$ cat config.mk
export PLATFORM = sky130hd
export DESIGN_NAME = ro_freq_meter
export DESIGN_NICKNAME = d
export VERILOG_FILES = /design/src/rtl/ro_freq_meter.sv
export SDC_FILE = /design/constraint.sdc
export NUM_CORES = 1
export LEC_CHECK = 0
export CAP_MARGIN = 40
export CORE_MARGIN = 2
export CORE_UTILIZATION = 59
export CTS_BUF_LIST = sky130_fd_sc_hd__clkbuf_4
export CTS_CLUSTER_SIZE = 16
export DETAILED_ROUTE_END_ITERATION = 12
export PLACE_DENSITY = 0.9
export SETUP_SLACK_MARGIN = 0.15
export SLEW_MARGIN = 20
export SYNTH_ARGS = -nofsm -noshare
export SYNTH_HDL_FRONTEND = slang
export SYNTH_SLANG_ARGS = --single-unit
$ cat constraint.sdc
create_clock -name clk -period 2.3 [get_ports clk]
set_input_delay 0.23 -clock clk [delete_from_list [all_inputs] [get_ports clk]]
set_output_delay 0.23 -clock clk [all_outputs]
set_load 0.01 [all_outputs]
$ cat src/rtl/ro_freq_meter.sv
// ---------------------------------------------------------------------------
// ro_freq_meter
//   Frequency meter for the NAND ring-oscillator stage. It enables the
//   oscillator, lets it settle, then counts its rising edges over a fixed
//   window of clk cycles. The count is reported as the frequency measure,
//   with a start/done handshake toward the controlling logic.
//
// Ports
//   clk       in            system clock, rising edge
//   reset_n   in            asynchronous active-low reset
//   start     in            request a measurement (sampled only when idle)
//   abort     in            cancel a measurement in progress
//   osc_in    in            oscillator output, asynchronous to clk
//   osc_en    out           oscillator enable
//   busy      out           high while settling or measuring
//   done      out           one-cycle pulse when result is updated
//   valid     out           result holds a completed measurement
//   overflow  out           edge count saturated in the last measurement
//   result    out [CNT_W]   rising-edge count of the last completed window
//
// Counting is only exact while the oscillator period exceeds two clk
// periods; faster oscillators alias and this is not flagged.
// ---------------------------------------------------------------------------
module ro_freq_meter #(
    parameter int CNT_W         = 16,
    parameter int GATE_CYCLES   = 1000,
    parameter int SETTLE_CYCLES = 8,
    parameter int SYNC_STAGES   = 2
) (
    input  logic             clk,
    input  logic             reset_n,
    input  logic             start,
    input  logic             abort,
    input  logic             osc_in,
    output logic             osc_en,
    output logic             busy,
    output logic             done,
    output logic             valid,
    output logic             overflow,
    output logic [CNT_W-1:0] result
);

    // One timer serves both the settle and the gate phases.
    localparam int TMR_MAX = (GATE_CYCLES > SETTLE_CYCLES) ? GATE_CYCLES : SETTLE_CYCLES;
    localparam int TMR_W   = $clog2(TMR_MAX + 1);

    localparam logic [TMR_W-1:0] SETTLE_LAST = TMR_W'(SETTLE_CYCLES - 1);
    localparam logic [TMR_W-1:0] GATE_LAST   = TMR_W'(GATE_CYCLES - 1);
    localparam logic [CNT_W-1:0] CNT_MAX     = {CNT_W{1'b1}};

    typedef enum logic [1:0] {
        ST_IDLE    = 2'd0,
        ST_SETTLE  = 2'd1,
        ST_MEASURE = 2'd2,
        ST_DONE    = 2'd3
    } state_t;

    state_t                 state_r,  state_nxt_s;
    logic [SYNC_STAGES-1:0] sync_r;
    logic                   hist_r;
    logic                   osc_sync_s;
    logic                   rise_s;
    logic [TMR_W-1:0]       timer_r,  timer_nxt_s;
    logic [CNT_W-1:0]       count_r,  count_nxt_s;
    logic [CNT_W-1:0]       result_r, result_nxt_s;
    logic                   osc_en_r, osc_en_nxt_s;
    logic                   busy_r,   busy_nxt_s;
    logic                   done_r,   done_nxt_s;
    logic                   valid_r,  valid_nxt_s;
    logic                   ovf_r,    ovf_nxt_s;

    assign osc_sync_s = sync_r[SYNC_STAGES-1];
    // A rising edge is a 0 -> 1 step between the synchronised sample and its history.
    assign rise_s     = osc_sync_s & ~hist_r;

    // Synchroniser chain and edge history run in every state.
    always_ff @(posedge clk or negedge reset_n) begin
        if (!reset_n) begin
            sync_r <= {SYNC_STAGES{1'b0}};
            hist_r <= 1'b0;
        end else begin
            sync_r <= {sync_r[SYNC_STAGES-2:0], osc_in};
            hist_r <= osc_sync_s;
        end
    end

    // Next-state and next-output logic of the measurement sequencer.
    always_comb begin
        state_nxt_s  = state_r;
        timer_nxt_s  = timer_r;
        count_nxt_s  = count_r;
        result_nxt_s = result_r;
        osc_en_nxt_s = osc_en_r;
        busy_nxt_s   = busy_r;
        done_nxt_s   = 1'b0;
        valid_nxt_s  = valid_r;
        ovf_nxt_s    = ovf_r;

        case (state_r)
            ST_IDLE: begin
                // start together with abort is treated as no request.
                if (start && !abort) begin
                    state_nxt_s  = ST_SETTLE;
                    osc_en_nxt_s = 1'b1;
                    busy_nxt_s   = 1'b1;
                    valid_nxt_s  = 1'b0;
                    ovf_nxt_s    = 1'b0;
                    timer_nxt_s  = {TMR_W{1'b0}};
                    count_nxt_s  = {CNT_W{1'b0}};
                end else begin
                    state_nxt_s = ST_IDLE;
                end
            end
            ST_SETTLE: begin
                if (abort) begin
                    state_nxt_s  = ST_IDLE;
                    osc_en_nxt_s = 1'b0;
                    busy_nxt_s   = 1'b0;
                end else if (timer_r == SETTLE_LAST) begin
                    state_nxt_s = ST_MEASURE;
                    timer_nxt_s = {TMR_W{1'b0}};
                end else begin
                    timer_nxt_s = timer_r + TMR_W'(1'b1);
                end
            end
            ST_MEASURE: begin
                if (abort) begin
                    state_nxt_s  = ST_IDLE;
                    osc_en_nxt_s = 1'b0;
                    busy_nxt_s   = 1'b0;
                end else begin
                    // Saturate rather than wrap; flag the lost edge.
                    if (rise_s) begin
                        if (count_r == CNT_MAX) begin
                            ovf_nxt_s = 1'b1;
                        end else begin
                            count_nxt_s = count_r + CNT_W'(1'b1);
                        end
                    end else begin
                        count_nxt_s = count_r;
                    end
                    if (timer_r == GATE_LAST) begin
                        state_nxt_s  = ST_DONE;
                        osc_en_nxt_s = 1'b0;
                        busy_nxt_s   = 1'b0;
                    end else begin
                        timer_nxt_s = timer_r + TMR_W'(1'b1);
                    end
                end
            end
            ST_DONE: begin
                // Count already includes any edge from the final gate cycle.
                result_nxt_s = count_r;
                valid_nxt_s  = 1'b1;
                done_nxt_s   = 1'b1;
                state_nxt_s  = ST_IDLE;
            end
            default: begin
                state_nxt_s  = ST_IDLE;
                osc_en_nxt_s = 1'b0;
                busy_nxt_s   = 1'b0;
            end
        endcase
    end

    // Sequencer state register.
    always_ff @(posedge clk or negedge reset_n) begin
        if (!reset_n) begin
            state_r <= ST_IDLE;
        end else begin
            state_r <= state_nxt_s;
        end
    end

    // Datapath and registered outputs; reset drops osc_en immediately.
    always_ff @(posedge clk or negedge reset_n) begin
        if (!reset_n) begin
            timer_r  <= {TMR_W{1'b0}};
            count_r  <= {CNT_W{1'b0}};
            result_r <= {CNT_W{1'b0}};
            osc_en_r <= 1'b0;
            busy_r   <= 1'b0;
            done_r   <= 1'b0;
            valid_r  <= 1'b0;
            ovf_r    <= 1'b0;
        end else begin
            timer_r  <= timer_nxt_s;
            count_r  <= count_nxt_s;
            result_r <= result_nxt_s;
            osc_en_r <= osc_en_nxt_s;
            busy_r   <= busy_nxt_s;
            done_r   <= done_nxt_s;
            valid_r  <= valid_nxt_s;
            ovf_r    <= ovf_nxt_s;
        end
    end

    assign osc_en   = osc_en_r;
    assign busy     = busy_r;
    assign done     = done_r;
    assign valid    = valid_r;
    assign overflow = ovf_r;
    assign result   = result_r;

endmodule

Run 1, power grid:
The bar under the picture is 20 µm long. Pins as bars on the die edge. Tap cells in gray.
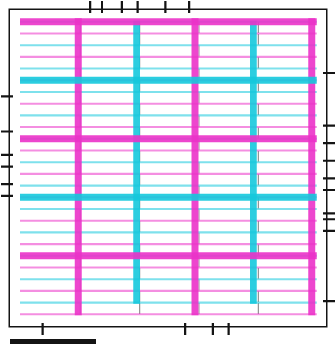
[magenta] VSS
[cyan] VDD
met4 straps: 5
met5 straps: 5
Placeable Area: 4690 µm²
Chip Width: 73.5 µm

Run 1, placement by cell class:
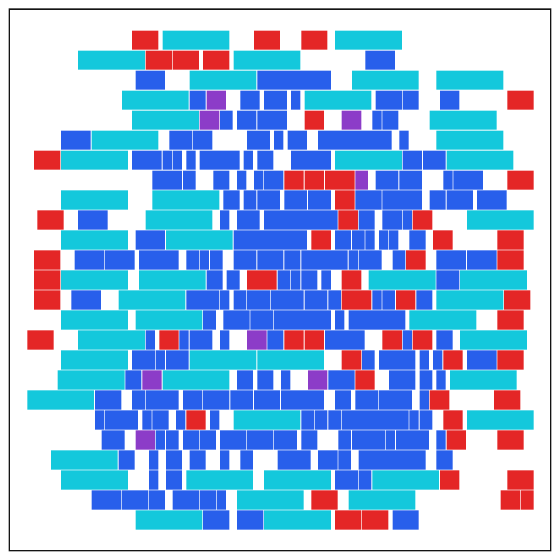
[cyan] sequential cells | cells: 51 | share of their area: 38%
[red] remaining buffers and delay cells | cells: 54 | share of their area: 14%
[purple] clock drivers and dummy loads | cells: 8 | share of their area: 1.7%
[blue] combinational and other logic | cells: 193 | share of their area: 46%

==> summary.txt, run 1 <==
Main metrics from the flow reports.

The met3 wirelength from detailed routing came out at roughly 330 µm. STA classifies the critical path startpoint as a flop. Yosys reported a register bit count of between 50 and 60. The analysis attributes to cell leakage a power of around 1.5 nW. The logic depth of the worst setup path including buffers came out at 7. The flow ran to the end, and the final reports show no timing, DRC or antenna violations.

The combinational share of power is 23.9%. The first-pass iteration count of the detailed router came out at 4. The endpoint identified for the worst register-to-register timing path is count_r[0]$_DFFE_PN0P_. TritonCTS built the clock tree. The critical path endpoint category is a flop. The floorplan has 25 rows. Measured in cells, the most critical reg-to-reg path has a length of 7. When the netlist entered floorplanning its net count stood at roughly 270. The power consumed by the clock network came out at a little over 0.4 mW. After Yosys synthesis, and, or, nand and nor cells account for between 15 and 20% of the synthesized area.

The met1 capacity usage during global routing is 33.3%. The cell total in the yosys stat output is 257. After detailed routing, the met2 layer carries between 3 and 4 mm of wire.

The count of maximum capacitance violations came out at 0. Setup repair after global routing could not meet its margin everywhere. Per report_power, the top consumer among the power groups is sequential cells. The floorplan-stage core utilization is around 61%. The sequential cell area is 1280 µm².

Entering global routing, the biggest net connects around 52 pins. The via count normalized by instance count is around 6.5. The cell count after placement is between 300 and 400.

The yosys synthesis chip area is around 2800 µm². The total setup violations reported at the end of the flow came out at 0. In the routed design, unresolved DRC markers number 0. The startpoint identified for the worst register-to-register timing path is state_r[1]$_DFFE_PN0P_. Synthesis produced 257 cells. The setup path with the least slack is of type reg2reg. The synthesized design contains 0 enable-type register cells. The warning total across the stage logs came out at 31. The power drawn by the combinational cells came out at 0.459 mW.

STA reports the tightest min-delay check as being of type in2reg. Looking at the global route congestion table, the highest-usage layer is met2. The xor/xnor cell area share of the yosys netlist is 0%. The post-route fraction of the period consumed by the critical path is roughly 94%. Along the worst hold path, the cell count comes to 1. The net switching component of the power came out at approximately 0.55 mW.
Run 1, clock distribution:
The bar under the picture is 20 µm long.
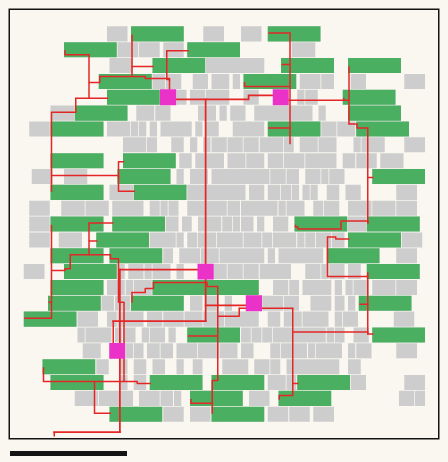
[red] clock wires | length: 563 µm
[magenta] clock drivers | count: 5
[green] flip-flops | count: 51
flops lie: spread over the die

[run 1: metrics by stage]
stage / total power [mW] / setup WS, ns / hold WS, ns / cell area [µm²]
after global routing: 2.00 / 0.0663 / 0.283 / 3440
after detailed placement: 1.46 / 0.0285 / 0.346 / 3210
after floorplan: 1.27 / 0.202 / -0.0656 / 2850
after global placement: 1.45 / 0.118 / 0.333 / 3210
final: 1.92 / 0.132 / 0.294 / 3440
after CTS: 1.89 / 0.173 / 0.287 / 3330
[run 1: flip-flops by register name, summed over array words and instances, names as in the netlist]
name and flops:
count_r 16, timer_r 10, done 1, overflow 1, hist_r 1, valid 1
sync_r 2, state_r 2, result 16, busy 1
==> run 1 -> run 2 <==
Settings changed: ABC_CLOCK_PERIOD_IN_PS set to 2300, CORE_UTILIZATION 59 to 30, PLACE_DENSITY 0.9 to 0.55, REMOVE_ABC_BUFFERS set to 1.
Run 2, clock distribution:
The bar under the picture is 20 µm long.
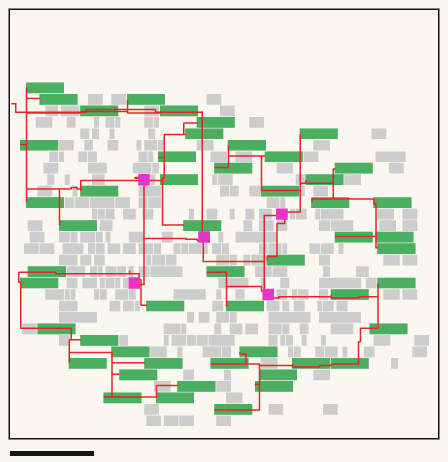
[magenta] clock drivers | count: 5
[red] clock wires | length: 707 µm
[green] flip-flops | count: 51
routed clock nets: 6

==> run 2 against run 1 <==
Sequential share of layout area fell by 0.45 points; cell area grew 1.2%; clock power down 1%; fmax increased by 5.4%; sequential power hardly changed; first-iteration DRC count fell by 64%; setup slack better by 0.11 ns.
==> summary.txt, run 2 <==
Main metrics from the flow reports.

The run finished with clean final reports. The cell with the biggest individual delay on the critical path is sky130_fd_sc_hd__a2111o_4. The most critical setup path has its startpoint at state_r[0]$_DFFE_PN0P_. The static leakage came out at 1.47 nW. The routed layout reports a DRC error count of 0.

The count of boundary I/O pins is 26. The worst clock skew is around 0.012 ns. The cell total in the yosys stat output came out at between 200 and 300. The post-route fraction of the period consumed by the critical path came out at 89.4%. The sum of internal, switching and leakage power came out at 1.89 mW.

Per the post-synthesis report, the number of cells in the design is between 200 and 300. The core occupancy in the finished layout is between 30% and 40%. In the global route stage, met2 resource usage came out at 21.0%. The area of the multi-input gates came out at roughly 1500 µm². The share of final-layout standard cells stronger than drive strength 1 came out at between 20 and 25%. STA classifies the critical path startpoint as a flop. The flip-flop cell with the highest count after synthesis is sky130_fd_sc_hd__dfrtp_1.

The count of non-filler cells in the finished layout came out at between 400 and 500. On the final layout, the worst hold slack is 0.283 ns. The count of library flops with an enable pin is 0. Data arrives at the worst endpoint at 2.31 ns.

The total number of vias is about 2200. The critical path is of the reg2reg type. The core box area came out at approximately 9200 µm². The count of hold buffers inserted by post-cts repair came out at 1. Global routing consumed, on the met1 layer, between 15 and 20% of the routing resources. The wire length recorded after detailed routing is between 6 and 7 mm. The combinational share of power is about a quarter. The share of the core area taken by cells at floorplan is 30.8%. According to the report, the first pass of detailed routing completed in 4 iterations.

Using the TritonRoute via totals, the vias-per-cell ratio works out to roughly 5.2. The post-route worst setup slack is between 0.2 and 0.25 ns. The sequential cell area came out at 1280 µm². The xor/xnor cell area share of the yosys netlist came out at 0%. IR analysis of the VDD net gives a maximum drop of around 300 µV. The synthesized flop and latch total came out at a little over 50. The met3 wirelength from detailed routing is between 150 and 200 µm. The die boundary width came out at 101 µm.

The placement stage leaves a total instance area of roughly 3300 µm². The part of the total power dissipated in sequential elements came out at between 50 and 60%. The dominant logic cell type in the layout is sky130_fd_sc_hd__dfrtp_1. The library cells used most frequently in the layout, excluding fill and tap cells, are sky130_fd_sc_hd__dfrtp_1 (51), sky130_fd_sc_hd__nand2_1 (24), sky130_fd_sc_hd__clkdlybuf4s50_1 (24), sky130_fd_sc_hd__buf_4 (20), sky130_fd_sc_hd__mux2_2 (17). The total setup violations reported at the end of the flow came out at 0.

Entering global routing, the biggest net connects 28 pins. In this run the power spent charging and discharging nets is between 0.5 and 0.6 mW. The routed length on met2 came out at a little over 3 mm. The setup slack on the worst flop-to-flop path came out at 0.24 ns. Global routing put the most usage on met2. The run reported a max-capacitance violation count of 0.

The initial antenna violation count came to 0. The clock-pin slew of the registers on the worst-case setup and hold paths came out at 0.14 ns. Sorting the synthesized cells by area gives the leading types as sky130_fd_sc_hd__dfrtp_1 (45%), sky130_fd_sc_hd__mux2_2 (6.7%), sky130_fd_sc_hd__nand2_1 (3.2%). The via count of the first global-routing pass came out at 2330.

The clock latency reported for the late side of the worst-skew pair is between 0.3 and 0.4 ns. The logic depth of the worst setup path including buffers is 7. The post-route standard cell area excluding fillers came out at around 3500 µm². The cell count after placement came out at between 400 and 500. The row count came out at 35. Setup repair after global routing could not meet its margin everywhere. The min-delay analysis places its worst path in the category in2reg.

Measured in cells, the most critical reg-to-reg path has a length of 7. Of the post-synthesis cell area, the part taken by muxes is 8.88%. The initial DRC count came out at about 75.

Among all cell types in the netlist, the one instantiated most often is sky130_fd_sc_hd__dfrtp_1. The TritonCTS sink count is between 50 and 60. The maximum clock rate is about 500 MHz. After synthesis, the netlist uses 56 different library cells. The tally of buffers added on design ports came out at 25. The worst setup path is captured at a flop. In this run the clock root is driven by a sky130_fd_sc_hd__clkbuf_4.

The endpoint identified for the worst register-to-register timing path is count_r[14]$_DFFE_PN0P_. The post-synthesis simple-gate area fraction is 17.7%. TritonCTS built the clock tree. The worst slew margin relative to its limit is approximately 55%. The count of cells along the worst hold path is 1. The buffer and inverter count on the worst path came out at 2. The critical path required time came out at roughly 2.6 ns. The yosys synthesis chip area came out at about 2800 µm². The total CTS buffers is 5. The mapped netlist covers about 2800 µm². For the worst reg-to-reg path, the startpoint reported by OpenROAD is state_r[0]$_DFFE_PN0P_. Signal routing reaches up to met4. The placement-stage worst setup slack came out at roughly 0.037 ns. The chip occupies 10300 µm².

The warning total across the stage logs came out at 30.
==> run 2: cell counts after synthesis <==
No cell type changed its count.
==> run 2: power by group through the flow <==
stage / logic (mW) / clock network [mW] / registers (mW)
2_1_floorplan: 0.180 / 0 / 1.07
3_3_place_gp: 0.426 / 0 / 1.04
3_5_place_dp: 0.430 / 0 / 1.05
4_1_cts: 0.452 / 0.433 / 1.03
5_1_grt: 0.490 / 0.461 / 1.04
6_report: 0.450 / 0.410 / 1.03
==> run 2: layout make-up <==
cell class | count | area share (%)
well taps | 129 | 4.64
repair buffers | 49 | 13.1
clock inverters | 2 | 0.216
multi-input cells | 182 | 42.9
clock buffers | 6 | 1.29
flip-flops and latches | 51 | 36.7
inverters | 11 | 1.19
No activity file was given, so power comes from the tool's default toggle rates.
